### I/O nets highlighted

(8 px per um)
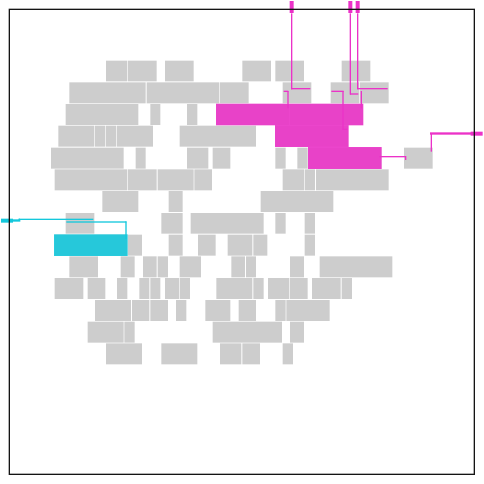
### Register map, names as in the netlist

(8 px per um) Other sequential cells in the stronger gray, the rest of the logic in the fainter gray.
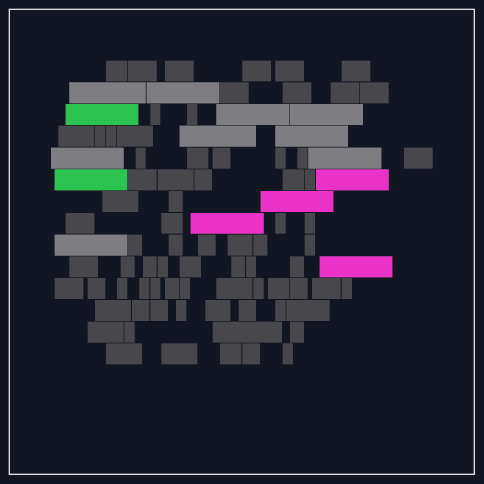
### M2 wires

(4 px per um) Cells faint in the background.
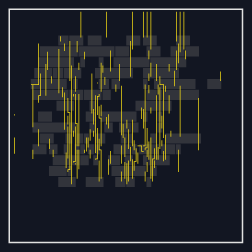
$ cat config.mk
export PLATFORM = sky130hd
export DESIGN_NAME = burst_rule_driver
export DESIGN_NICKNAME = d
export VERILOG_FILES = /design/src/rtl/burst_rule_driver.sv
export SDC_FILE = /design/constraint.sdc
export NUM_CORES = 1
export LEC_CHECK = 0
export CAP_MARGIN = 0
export CORE_MARGIN = 5
export CORE_UTILIZATION = 35
export DETAILED_ROUTE_END_ITERATION = 10
export HOLD_SLACK_MARGIN = 0.15
export PLACE_DENSITY = 0.64
export SYNTH_ARGS = -nofsm -noshare
export SYNTH_HDL_FRONTEND = slang
export SYNTH_SLANG_ARGS = --single-unit
$ cat constraint.sdc
create_clock -name mclk -period 2.3 [get_ports mclk]
set_input_delay 0.345 -clock mclk [delete_from_list [all_inputs] [get_ports mclk]]
set_output_delay 0.345 -clock mclk [all_outputs]
set_load 0.005 [all_outputs]
$ cat src/rtl/burst_rule_driver.sv
`default_nettype none
// ============================================================================
// Module      : burst_rule_driver
// Description : Initiator side of the burst-mode handshake. On a start request
//               it drops burst_mode, waits GAP_CYCLES, then drives irdy and
//               trdy low together for BEATS cycles, then restores idle levels.
//               A burst can be cut short with abort.
// Revision    : 1.0 - initial release
// ============================================================================
module burst_rule_driver #(
  parameter int GAP_CYCLES = 2,
  parameter int BEATS      = 7,
  parameter int CNT_W      = 4
) (
  input  logic             mclk,
  input  logic             rst_n,
  input  logic             start,
  input  logic             abort,
  output logic             busy,
  output logic             done,
  output logic             aborted,
  output logic             burst_mode,
  output logic             irdy,
  output logic             trdy,
  output logic [CNT_W-1:0] beat_idx
);

  typedef enum logic [1:0] {
    IDLE = 2'd0,
    GAP  = 2'd1,
    XFER = 2'd2,
    DONE = 2'd3
  } state_t;

  // Terminal counts; the counter never wraps, it reloads on every state entry.
  localparam logic [CNT_W-1:0] GAP_LAST  = CNT_W'(GAP_CYCLES - 1);
  localparam logic [CNT_W-1:0] BEAT_LAST = CNT_W'(BEATS - 1);

  state_t           state;
  state_t           state_nxt;
  logic [CNT_W-1:0] cnt;
  logic [CNT_W-1:0] cnt_nxt;
  logic             aborted_nxt;

  // State and counter register.
  always_ff @(posedge mclk or negedge rst_n) begin
    if (!rst_n) begin
      state <= IDLE;
      cnt   <= '0;
    end else begin
      state <= state_nxt;
      cnt   <= cnt_nxt;
    end
  end

  // Next-state and counter logic; abort takes priority over the terminal count.
  always_comb begin
    state_nxt   = state;
    cnt_nxt     = cnt;
    aborted_nxt = 1'b0;
    case (state)
      IDLE: begin
        if (start) begin
          state_nxt = GAP;
          cnt_nxt   = '0;
        end
      end
      GAP: begin
        if (abort) begin
          state_nxt   = DONE;
          cnt_nxt     = '0;
          aborted_nxt = 1'b1;
        end else if (cnt == GAP_LAST) begin
          state_nxt = XFER;
          cnt_nxt   = '0;
        end else begin
          cnt_nxt = cnt + CNT_W'(1);
        end
      end
      XFER: begin
        if (abort) begin
          state_nxt   = DONE;
          cnt_nxt     = '0;
          aborted_nxt = 1'b1;
        end else if (cnt == BEAT_LAST) begin
          state_nxt = DONE;
          cnt_nxt   = '0;
        end else begin
          cnt_nxt = cnt + CNT_W'(1);
        end
      end
      default: begin
        state_nxt = IDLE;
        cnt_nxt   = '0;
      end
    endcase
  end

  // Outputs are registered from the next state so they line up with the state
  // they describe; irdy and trdy share one decode so they always move together.
  always_ff @(posedge mclk or negedge rst_n) begin
    if (!rst_n) begin
      busy       <= 1'b0;
      done       <= 1'b0;
      aborted    <= 1'b0;
      burst_mode <= 1'b1;
      irdy       <= 1'b1;
      trdy       <= 1'b1;
      beat_idx   <= '0;
    end else begin
      busy       <= (state_nxt != IDLE);
      done       <= (state_nxt == DONE);
      aborted    <= aborted_nxt;
      burst_mode <= !((state_nxt == GAP) || (state_nxt == XFER));
      irdy       <= (state_nxt != XFER);
      trdy       <= (state_nxt != XFER);
      beat_idx   <= (state_nxt == XFER) ? cnt_nxt : '0;
    end
  end

endmodule
`default_nettype wire
==> results_dict.tcl <==
# yosys + openroad results
set metrics [dict create \
    dr.first_iter.drc_count 4 \
    ys_ff 15 \
    layoutNonFillerInstCount 120 \
    cts_setup_buffers 0 \
    start_kind "flip-flop" \
    hold_viol 0 \
    clkPwrFrac 0.141 \
    required_ns 2.51 \
    grt_max_degree 16 \
    grt_overflow_total 0 \
    ys_seq_frac 0.4697 \
    area_growth_pct 21.46 \
    top_cells_by_count "dfrtp_1 (13), inv_1 (9), nor2_1 (9)" \
    top_cell_area_share 0.4044 \
    netlist_top_cells_area "dfrtp_1 (40%), ha_1 (12%), dfstp_2 (6.5%)" \
    globalplace.congestion 0.8901 \
    ys_sh_simple 0.1788 \
    fin_worst_skew_ns 0.0008662 \
    end_kind "flip-flop" \
    synthesis.nets 89 \
    mux_share 0.01244 \
    diodes 0 \
    power_switching_mw 0.3782 \
    coreArea_um2 2212 \
    die_height_um 57.95 \
    reg2reg_slack_ns 0.44 \
    relSlewSlack 0.5841 \
    outcome "completed" \
    seqPwrFrac 0.384 \
    track_usage 0.09297 \
    via_per_inst 4.775 \
    syn_area_um2 804.5 \
    layout.nets 105 \
    dp_cells 116 \
    p_leak_nw 0.4583 \
    cap_violations 0 \
    rows 17 \
    post_dp_cell_area_um2 950.9 \
    dieArea_um2 3358 \
    grt_pass1_wl_um 2346 \
    switching_share 0.3721 \
    clock_latency_ns 0.28 \
    pre_cts_ws_ns 0.3959 \
    async_flop_share 1.000 \
    routed_wl_um 1381 \
    syn_inst 77 \
    tightest_slew_ns 0.6219 \
    die_x_um 57.95 \
    vias 573 \
    path_clk_slew_ns 0.08 \
    clockRootBuffer "clkbuf_4" \
    htree_levels 1 \
    yosysMostFrequentCell "dfrtp_1" \
    r2r-end "beat_idx[3]$_DFF_PN0_" \
    post_drt_wl_per_cell_um 11.51 \
    synth_cell_types 29 \
    cts-buffers-inserted 3 \
    io_buffers 13 \
    synthAdderAreaFrac 0.1244 \
    crit_start "cnt[1]$_DFF_PN0_" \
    endpoint "beat_idx[3]$_DFF_PN0_" \
    crit_fanout 8 \
    ff_type "dfrtp_1" \
    drv_slew 0 \
    cp_data_arrival_time_ns 2.08 \
    fin_ws_ns 0.4353 \
    grt_antenna_before_repair 0 \
    edf_count 0 \
    final_layout_size_suffix_gt1_frac 0.08696 \
]
About 'I/O nets highlighted':
magenta -> `beat_idx`  # direction output, end cells 4, buffers 4, wire 57.4 um
cyan -> `aborted`  # direction output, end cells 1, buffers 1, wire 19.5 um

About 'Register map, names as in the netlist':
magenta -> `cnt`  # placed flops 4
green -> `state`  # placed flops 2
not colored = 9

About 'M2 wires':
longest straight run = 29.6 um
main direction = vertical
wire length on this layer = 686 um
nets with wire on the layer = 89

sequential cells by signal, summed over array words and instances, names as in the netlist:
signal      count
aborted         1
burst_mode      1
state           2
done            1
busy            1
cnt             4
beat_idx        4
trdy            1
power by group through the flow:
| stage | logic [mW] | clock network [mW] | registers [mW] |
|---|---|---|---|
| 4_1_cts | 0.491 | 0.151 | 0.393 |
| 3_5_place_dp | 0.487 | 0 | 0.399 |
| 6_report | 0.483 | 0.143 | 0.390 |
| 5_1_grt | 0.554 | 0.166 | 0.405 |
| 2_1_floorplan | 0.331 | 0 | 0.390 |
| 3_3_place_gp | 0.489 | 0 | 0.394 |
through the flow:
| step | utilization | power, mW | hold slack, ns |
|---|---|---|---|
| final | 0.4417 | 1.017 | 0.4507 |
| after global routing | 0.4417 | 1.124 | 0.4894 |
| after floorplan | - | 0.7205 | 0.04941 |
| after detailed placement | 0.4299 | 0.8857 | 0.7529 |
| after global placement | 0.4299 | 0.8833 | 0.7392 |
| after CTS | 0.4417 | 1.036 | 0.4709 |
critical path, cell delays in order, from the launching register on:
cell and delay, ns:
dfrtp_1 0.49, nor4b_4 0.35, o21ai_1 0.11, a221o_1 0.34, inv_1 0.11, ha_1 0.17, nand2b_1 0.10, nor2b_1 0.12
layout make-up:
| cell class | count | area, um^2 |
|---|---|---|
| Inverter | 9 | 33.78 |
| Timing Repair Buffer | 13 | 130.1 |
| Tap cell | 28 | 35.03 |
| Fill cell | 230 | 1235 |
| Clock buffer | 4 | 26.28 |
| Sequential cell | 15 | 377.9 |
| Multi-Input combinational cell | 51 | 374.1 |
per-layer routing:
layer	up-vias	part of all wire	GRT usage
li1	284	-	-
met1	273	0.44	0.09890
met2	10	0.50	0.1548
met3	6	0.041	0.04677
met4	0	0.025	0.03974
met5	-	0	0
Power figures rest on the tool's default switching activity, not on a simulated workload.
